==> src/rtl/ufx_pkg.sv <==
// Shared definitions for the UART-side fx bus master: FSM encoding, command bytes, address width.
package ufx_pkg;

    localparam int ADDR_W = 22;

    localparam logic [7:0] CMD_WR = 8'h57;
    localparam logic [7:0] CMD_RD = 8'h52;
    localparam logic [7:0] ACK_WR = 8'h4B;

    typedef logic [ADDR_W-1:0] addr_t;

    typedef enum logic [3:0] {
        ST_IDLE,
        ST_CMD,
        ST_AD2,
        ST_AD1,
        ST_AD0,
        ST_DAT,
        ST_WR,
        ST_RD,
        ST_RWAIT,
        ST_TX
    } state_t;

    function automatic logic is_cmd(input logic [7:0] b);
        return (b == CMD_WR) || (b == CMD_RD);
    endfunction

endpackage

==> src/rtl/ufx_if.sv <==
// UART byte stream, response handshake and fx master bus of ufx_master.
// master = the ufx_master side; slave = UART receiver/transmitter plus interconnect.
interface ufx_if;
    import ufx_pkg::*;

    logic [7:0] rx_data;
    logic       rx_vld;
    logic [7:0] tx_data;
    logic       tx_vld;
    logic       tx_rdy;
    addr_t      ufx_waddr;
    logic       ufx_wr;
    logic [7:0] ufx_data;
    addr_t      ufx_raddr;
    logic       ufx_rd;
    logic [7:0] ufx_q;
    logic [7:0] err_cnt;

    modport master (
        input  rx_data, rx_vld, tx_rdy, ufx_q,
        output tx_data, tx_vld, ufx_waddr, ufx_wr, ufx_data,
               ufx_raddr, ufx_rd, err_cnt
    );

    modport slave (
        output rx_data, rx_vld, tx_rdy, ufx_q,
        input  tx_data, tx_vld, ufx_waddr, ufx_wr, ufx_data,
               ufx_raddr, ufx_rd, err_cnt
    );

endinterface

==> src/rtl/ufx_tout.sv <==
// Inter-byte timeout counter: cleared by i_clr, counts while i_en, saturates at TOUT_CYC-1.
// o_exp is combinational: high while enabled and the count sits at the limit.
module ufx_tout #(
    parameter int TOUT_CYC = 1000000
) (
    input  logic i_clk,
    input  logic i_rst,
    input  logic i_clr,
    input  logic i_en,
    output logic o_exp
);

    localparam int CNT_W = (TOUT_CYC > 2) ? $clog2(TOUT_CYC) : 1;
    localparam logic [CNT_W-1:0] LIMIT = CNT_W'(TOUT_CYC - 1);

    logic [CNT_W-1:0] r_cnt;

    always_ff @(posedge i_clk) begin
        if (i_rst || i_clr) begin
            r_cnt <= '0;
        end else if (i_en && (r_cnt != LIMIT)) begin
            r_cnt <= r_cnt + 1'b1;
        end
    end

    assign o_exp = i_en && (r_cnt == LIMIT);

endmodule

==> src/rtl/ufx_master.sv <==
// Frames UART bytes into single fx writes/reads; ack 2 cycles after last byte (read: RD_LAT+2).
// One transaction in flight; tx byte held until tx_rdy, bytes arriving meanwhile are counted as overrun.
module ufx_master
    import ufx_pkg::*;
#(
    parameter int         RD_LAT   = 2,
    parameter int         TOUT_CYC = 1000000,
    parameter logic [7:0] HDR      = 8'hA5
) (
    input  logic  clk_sys,
    input  logic  rst_sys,
    ufx_if.master bus
);

    localparam logic [3:0] LAT_LD = 4'(RD_LAT - 1);

    state_t     r_state;
    state_t     w_nxt;
    addr_t      r_addr;
    logic       r_op_wr;
    logic [3:0] r_lat;
    addr_t      r_waddr;
    addr_t      r_raddr;
    logic [7:0] r_data;
    logic [7:0] r_tx_data;
    logic [7:0] r_err;
    logic       r_wr;
    logic       r_rd;
    logic       r_tx_vld;

    logic w_in_frame;
    logic w_tout_exp;
    logic w_err;
    logic w_shift;
    logic w_ld_op;
    logic w_ld_wr;
    logic w_ld_rd;
    logic w_sample;

    assign w_in_frame = (r_state == ST_CMD) || (r_state == ST_AD2) ||
                        (r_state == ST_AD1) || (r_state == ST_AD0) ||
                        (r_state == ST_DAT);

    ufx_tout #(
        .TOUT_CYC (TOUT_CYC)
    ) u_tout (
        .i_clk (clk_sys),
        .i_rst (rst_sys),
        .i_clr (bus.rx_vld),
        .i_en  (w_in_frame),
        .o_exp (w_tout_exp)
    );

    always_ff @(posedge clk_sys) begin
        if (rst_sys) begin
            r_state <= ST_IDLE;
        end else begin
            r_state <= w_nxt;
        end
    end

    always_comb begin
        w_nxt    = r_state;
        w_err    = 1'b0;
        w_shift  = 1'b0;
        w_ld_op  = 1'b0;
        w_ld_wr  = 1'b0;
        w_ld_rd  = 1'b0;
        w_sample = 1'b0;
        // A timeout beats a byte arriving in the same cycle; that byte is lost.
        if (w_tout_exp) begin
            w_nxt = ST_IDLE;
            w_err = 1'b1;
        end else begin
            case (r_state)
                ST_IDLE: begin
                    if (bus.rx_vld && (bus.rx_data == HDR)) begin
                        w_nxt = ST_CMD;
                    end
                end
                ST_CMD: begin
                    if (bus.rx_vld) begin
                        if (is_cmd(bus.rx_data)) begin
                            w_ld_op = 1'b1;
                            w_nxt   = ST_AD2;
                        end else begin
                            w_err = 1'b1;
                            w_nxt = ST_IDLE;
                        end
                    end
                end
                ST_AD2: begin
                    if (bus.rx_vld) begin
                        w_shift = 1'b1;
                        w_nxt   = ST_AD1;
                    end
                end
                ST_AD1: begin
                    if (bus.rx_vld) begin
                        w_shift = 1'b1;
                        w_nxt   = ST_AD0;
                    end
                end
                ST_AD0: begin
                    if (bus.rx_vld) begin
                        w_shift = 1'b1;
                        if (r_op_wr) begin
                            w_nxt = ST_DAT;
                        end else begin
                            w_ld_rd = 1'b1;
                            w_nxt   = ST_RD;
                        end
                    end
                end
                ST_DAT: begin
                    if (bus.rx_vld) begin
                        w_ld_wr = 1'b1;
                        w_nxt   = ST_WR;
                    end
                end
                ST_WR: begin
                    w_err = bus.rx_vld;
                    w_nxt = ST_TX;
                end
                ST_RD: begin
                    w_err = bus.rx_vld;
                    w_nxt = ST_RWAIT;
                end
                ST_RWAIT: begin
                    w_err = bus.rx_vld;
                    if (r_lat == 4'd0) begin
                        w_sample = 1'b1;
                        w_nxt    = ST_TX;
                    end
                end
                ST_TX: begin
                    w_err = bus.rx_vld;
                    if (bus.tx_rdy) begin
                        w_nxt = ST_IDLE;
                    end
                end
                default: begin
                    w_nxt = ST_IDLE;
                end
            endcase
        end
    end

    // Strobes and bus fields are registered together so they appear in the same cycle.
    always_ff @(posedge clk_sys) begin
        if (rst_sys) begin
            r_addr    <= '0;
            r_op_wr   <= 1'b0;
            r_lat     <= '0;
            r_waddr   <= '0;
            r_raddr   <= '0;
            r_data    <= '0;
            r_tx_data <= '0;
            r_err     <= '0;
            r_wr      <= 1'b0;
            r_rd      <= 1'b0;
            r_tx_vld  <= 1'b0;
        end else begin
            r_wr     <= w_ld_wr;
            r_rd     <= w_ld_rd;
            r_tx_vld <= (w_nxt == ST_TX);
            if (w_ld_op) begin
                r_op_wr <= (bus.rx_data == CMD_WR);
            end
            if (w_shift) begin
                r_addr <= {r_addr[ADDR_W-9:0], bus.rx_data};
            end
            if (w_ld_rd) begin
                r_raddr <= {r_addr[ADDR_W-9:0], bus.rx_data};
            end
            if (w_ld_wr) begin
                r_waddr <= r_addr;
                r_data  <= bus.rx_data;
            end
            if (r_state == ST_RD) begin
                r_lat <= LAT_LD;
            end else if (r_state == ST_RWAIT) begin
                r_lat <= r_lat - 4'd1;
            end
            if (r_state == ST_WR) begin
                r_tx_data <= ACK_WR;
            end else if (w_sample) begin
                r_tx_data <= bus.ufx_q;
            end
            if (w_err && (r_err != 8'hFF)) begin
                r_err <= r_err + 8'd1;
            end
        end
    end

    assign bus.tx_data   = r_tx_data;
    assign bus.tx_vld    = r_tx_vld;
    assign bus.ufx_waddr = r_waddr;
    assign bus.ufx_wr    = r_wr;
    assign bus.ufx_data  = r_data;
    assign bus.ufx_raddr = r_raddr;
    assign bus.ufx_rd    = r_rd;
    assign bus.err_cnt   = r_err;

endmodule

==> src/flat_wrapper.sv <==
// flat-port wrapper written by rule: the top's interface ports become plain ports
module ufx_master_flat import ufx_pkg::*;
#(
    parameter int         RD_LAT   = 2,
    parameter int         TOUT_CYC = 1000000,
    parameter logic [7:0] HDR      = 8'hA5
)
  (clk_sys, rst_sys, bus_rx_data, bus_rx_vld, bus_tx_rdy, bus_ufx_q, bus_tx_data, bus_tx_vld, bus_ufx_waddr, bus_ufx_wr, bus_ufx_data, bus_ufx_raddr, bus_ufx_rd, bus_err_cnt);
  ufx_if bus_i ();
  input  logic clk_sys;
  input  logic rst_sys;
  input wire logic [$bits(bus_i.rx_data)-1:0] bus_rx_data;
  input wire logic [$bits(bus_i.rx_vld)-1:0] bus_rx_vld;
  input wire logic [$bits(bus_i.tx_rdy)-1:0] bus_tx_rdy;
  input wire logic [$bits(bus_i.ufx_q)-1:0] bus_ufx_q;
  output wire logic [$bits(bus_i.tx_data)-1:0] bus_tx_data;
  output wire logic [$bits(bus_i.tx_vld)-1:0] bus_tx_vld;
  output wire logic [$bits(bus_i.ufx_waddr)-1:0] bus_ufx_waddr;
  output wire logic [$bits(bus_i.ufx_wr)-1:0] bus_ufx_wr;
  output wire logic [$bits(bus_i.ufx_data)-1:0] bus_ufx_data;
  output wire logic [$bits(bus_i.ufx_raddr)-1:0] bus_ufx_raddr;
  output wire logic [$bits(bus_i.ufx_rd)-1:0] bus_ufx_rd;
  output wire logic [$bits(bus_i.err_cnt)-1:0] bus_err_cnt;
  assign bus_i.rx_data = bus_rx_data;
  assign bus_i.rx_vld = bus_rx_vld;
  assign bus_i.tx_rdy = bus_tx_rdy;
  assign bus_i.ufx_q = bus_ufx_q;
  assign bus_tx_data = bus_i.tx_data;
  assign bus_tx_vld = bus_i.tx_vld;
  assign bus_ufx_waddr = bus_i.ufx_waddr;
  assign bus_ufx_wr = bus_i.ufx_wr;
  assign bus_ufx_data = bus_i.ufx_data;
  assign bus_ufx_raddr = bus_i.ufx_raddr;
  assign bus_ufx_rd = bus_i.ufx_rd;
  assign bus_err_cnt = bus_i.err_cnt;
  ufx_master #(.RD_LAT(RD_LAT), .TOUT_CYC(TOUT_CYC), .HDR(HDR)) u_core (.clk_sys(clk_sys), .rst_sys(rst_sys), .bus(bus_i));
endmodule
==> config.mk <==
export PLATFORM = sky130hd
export DESIGN_NAME = ufx_master_flat
export DESIGN_NICKNAME = d
export VERILOG_FILES = /design/src/rtl/ufx_pkg.sv /design/src/rtl/ufx_if.sv /design/src/rtl/ufx_tout.sv /design/src/rtl/ufx_master.sv /design/src/flat_wrapper.sv
export SDC_FILE = /design/constraint.sdc
export NUM_CORES = 1
export LEC_CHECK = 0
export CORE_ASPECT_RATIO = 2
export CORE_MARGIN = 2
export CORE_UTILIZATION = 50
export DETAILED_ROUTE_END_ITERATION = 12
export HOLD_SLACK_MARGIN = 0.15
export PLACE_DENSITY = 0.77
export SYNTH_ARGS = -nofsm -noshare
export SYNTH_HDL_FRONTEND = slang
export SYNTH_SLANG_ARGS = --single-unit
==> constraint.sdc <==
create_clock -name clk_sys -period 4.8 [get_ports clk_sys]
set_input_delay 0.96 -clock clk_sys [delete_from_list [all_inputs] [get_ports clk_sys]]
set_output_delay 0.96 -clock clk_sys [all_outputs]
set_load 0.01 [all_outputs]
Run 1, placement density heat map:
Drawn at 3 px/um. The die is cut into 8 by 15 equal tiles; white is low, dark blue is high, 0 to 100% covered.
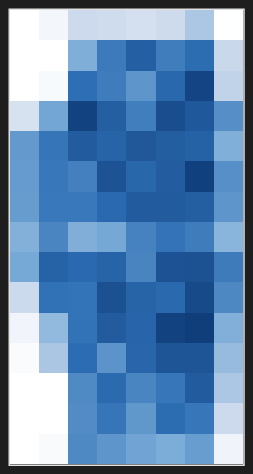
emptiest ninth of the die	bottom left
tiles over 75% full	34%
mean over tiles	57%
fullest tile	95%
nearly empty tiles	8.3%

Run 1, clock wiring as the flow saved it:
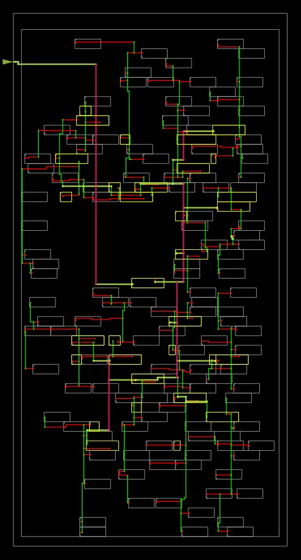
flop count: 122
# clock sinks: 122
clock buffer instance count of the final layout: 18
Clock net power: 1.23 mW

Run 1, signal wires by layer:
Drawn at 4 px/um.
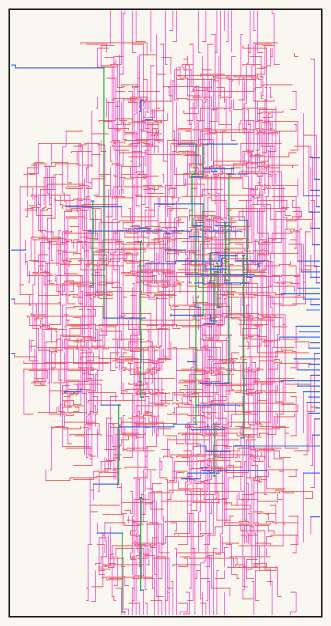
colour	layer	wire length
green	M4	462 um
blue	M3	522 um
red	M1	4930 um
magenta	M2	8050 um

==> COMMIT_EDITMSG, run 1 <==
Update PnR metrics after Yosys + OpenROAD run

* Root buffer cell: sky130_fd_sc_hd__clkbuf_16
* Signal inverters: 8
* Run status: complete, no violations
* Yosys-reported design area after synthesis: 0.00544 mm^2
- Combinational cells consume a total of approximately 0.059 mW.
* Tapcell Cnt: 137
- Per the layout report, the design carries 866 filler cells.
- Per the GRT log, the top usage layer is met2.
- Once layout is complete, the cells apart from fillers number between 800 and 900.
* CP bufs+invs: 2
- By area, the combinational part of the netlist is dominated by simple AND/OR/NAND/NOR gates.
* Fin. Hold Viols: 0
- Worst slew margin relative to its limit: 18.8%
- Commonest cells in the netlist: sky130_fd_sc_hd__dfxtp_1, sky130_fd_sc_hd__nor2_1, sky130_fd_sc_hd__nand3_1
- Among logic cells in the layout, the one with the most instances is sky130_fd_sc_hd__dfxtp_1.
- On the worst setup and hold paths after CTS, the clock-pin slew comes to 0.05 ns.
* Simple Share, Synth: 22.2%
- The net switching power in the latest report is 0.503 mW.
- Count of pins on the block boundary: 91
- The synthesis report names the predominant flop master as sky130_fd_sc_hd__dfxtp_1.
- Power comes to 2.30 mW.
* Post-Route Utilization: 65.4%
* Capture point of the worst path: u_core.bus.ufx_waddr[9]
- For the completed layout, the total cell area is recorded as 0.00690 mm^2.
- The number of global-route vias before repair came to 4754.
- In this run, the number of DRC markers left after iteration 0 of detailed routing was between 400 and 500.
==> inputs of run 2 (changes only) <==
==> constraint.sdc (replaced) <==
create_clock -name clk_sys -period 2.7 [get_ports clk_sys]
set_input_delay 0.54 -clock clk_sys [delete_from_list [all_inputs] [get_ports clk_sys]]
set_output_delay 0.54 -clock clk_sys [all_outputs]
set_load 0.01 [all_outputs]
==> COMMIT_EDITMSG, run 2 <==
Update PnR metrics after Yosys + OpenROAD run

- Commonest cells in the netlist: sky130_fd_sc_hd__dfxtp_1, sky130_fd_sc_hd__nor2_1, sky130_fd_sc_hd__nand3_1 (unchanged).
* Run status: complete, no violations (unchanged)
- The cell-internal power is 3.24 mW (was 1.80 mW).
- The tally of non-filler cells in the final layout is 856 (was 835).
- Clock Pin Slew Worst Setup and Hold Paths: 0.06 ns (was 0.05 ns)
* Count of routing violations after the opening detailed-route iteration: 375 (was 431)
- The prevailing post-synth register cell was sky130_fd_sc_hd__dfxtp_1 (unchanged).
* Number of global-route vias before repair: 4919 (was 4754)
* Number of DRC violations after detailed routing: 0 (unchanged)
- Root buffer cell: sky130_fd_sc_hd__clkbuf_16 (unchanged)
- Flop count: 122 (unchanged)
- Row cnt: 53 (unchanged)
* Floorplan utilization: 51.6% (unchanged)
* Pwr Total: 4.23 mW (was 2.30 mW)
- Fill cells: 839 (was 866)
- The critical path endpoint is u_core.bus.ufx_raddr[7] (was u_core.bus.ufx_waddr[9]).
- HPWL after detailed placement: 10600 um (was 9950 um)
- Simple Share, Synth: 22.2% (unchanged)
- The number of antenna cells inserted is 0 (unchanged).
- CP bufs+invs: 0 (was 2)
* Share of post-route cells with drive strength above 1: 14.5% (was 11.7%)
* Horizontal die dimension: 77.8 um (unchanged)
* Top-area cell share: 44.9% (unchanged)
* Final design area excluding fillers: 0.00710 mm^2 (was 0.00690 mm^2)
- Yosys-reported design area after synthesis: 0.00544 mm^2 (unchanged)
* Number of nets still failing antenna checks after routing: 0 (unchanged)
- The number of tap cells inserted is 137 (unchanged).
* Logic power comb: 0.120 mW (was 0.0592 mW)
* Post-Route Utilization: 67.3% (was 65.4%)
- The core box area is 0.0105 mm^2 (unchanged).
- The number of endpoints with negative hold slack in the final report was 0 (unchanged).
- # placed instances: 824 (was 803)
- Routed length per placed instance: 17.5 um (was 16.7 um)
- The I/O pin count was 91 (unchanged).
- Cell type contributing the most total cell area after synthesis: sky130_fd_sc_hd__dfxtp_1 (unchanged)
- The worst-case headroom to the max-slew limit came to 46.1% (was 18.8%).
- The power dissipated by switching net loads is 0.988 mW (was 0.503 mW).
* Post-synthesis average cell area: 8.86 um^2 (unchanged)
* # clock sinks: 122 (unchanged)
- The inverter tally of the final layout excluding the clock network is 8 (unchanged).
- The final hold slack was 0.451 ns (was 0.456 ns).
- Commonest non-fill, non-tap cell in the layout: sky130_fd_sc_hd__dfxtp_1 (unchanged)
- The total of endpoints with negative setup slack in the final report came to 0 (unchanged).
* Global-route met3 utilization: 5.98% (was 4.03%)
- The global routing's busiest layer is met2 (unchanged).
* Post-CTS setup buffers: 0 (unchanged)
* Library cell contributing the largest single delay on the critical path: sky130_fd_sc_hd__or4b_4 (was sky130_fd_sc_hd__clkdlybuf4s50_1)
Run 2, clock wiring as the flow saved it:
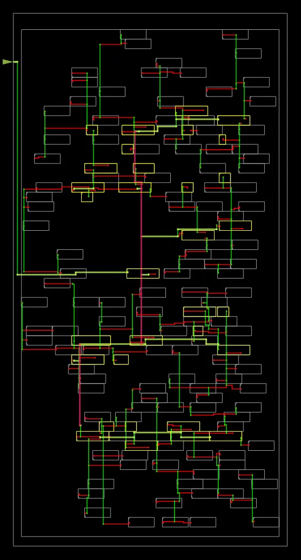
post-route clock skew: 0.0125 ns
clock buffer instance count of the final layout: 17
Clock net power: 2.31 mW
Late-Pin Clk Latency: 0.42 ns

Run 2, signal wires by layer:
Drawn at 4 px/um.
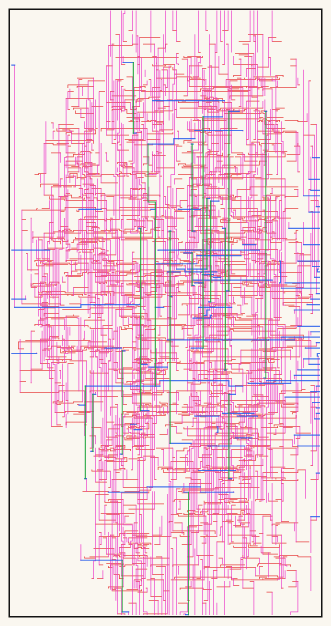
colour	layer	wire length
red	M1	5130 um
magenta	M2	8690 um
blue	M3	597 um
green	M4	584 um

Power figures rest on the tool's default switching activity, not on a simulated workload.
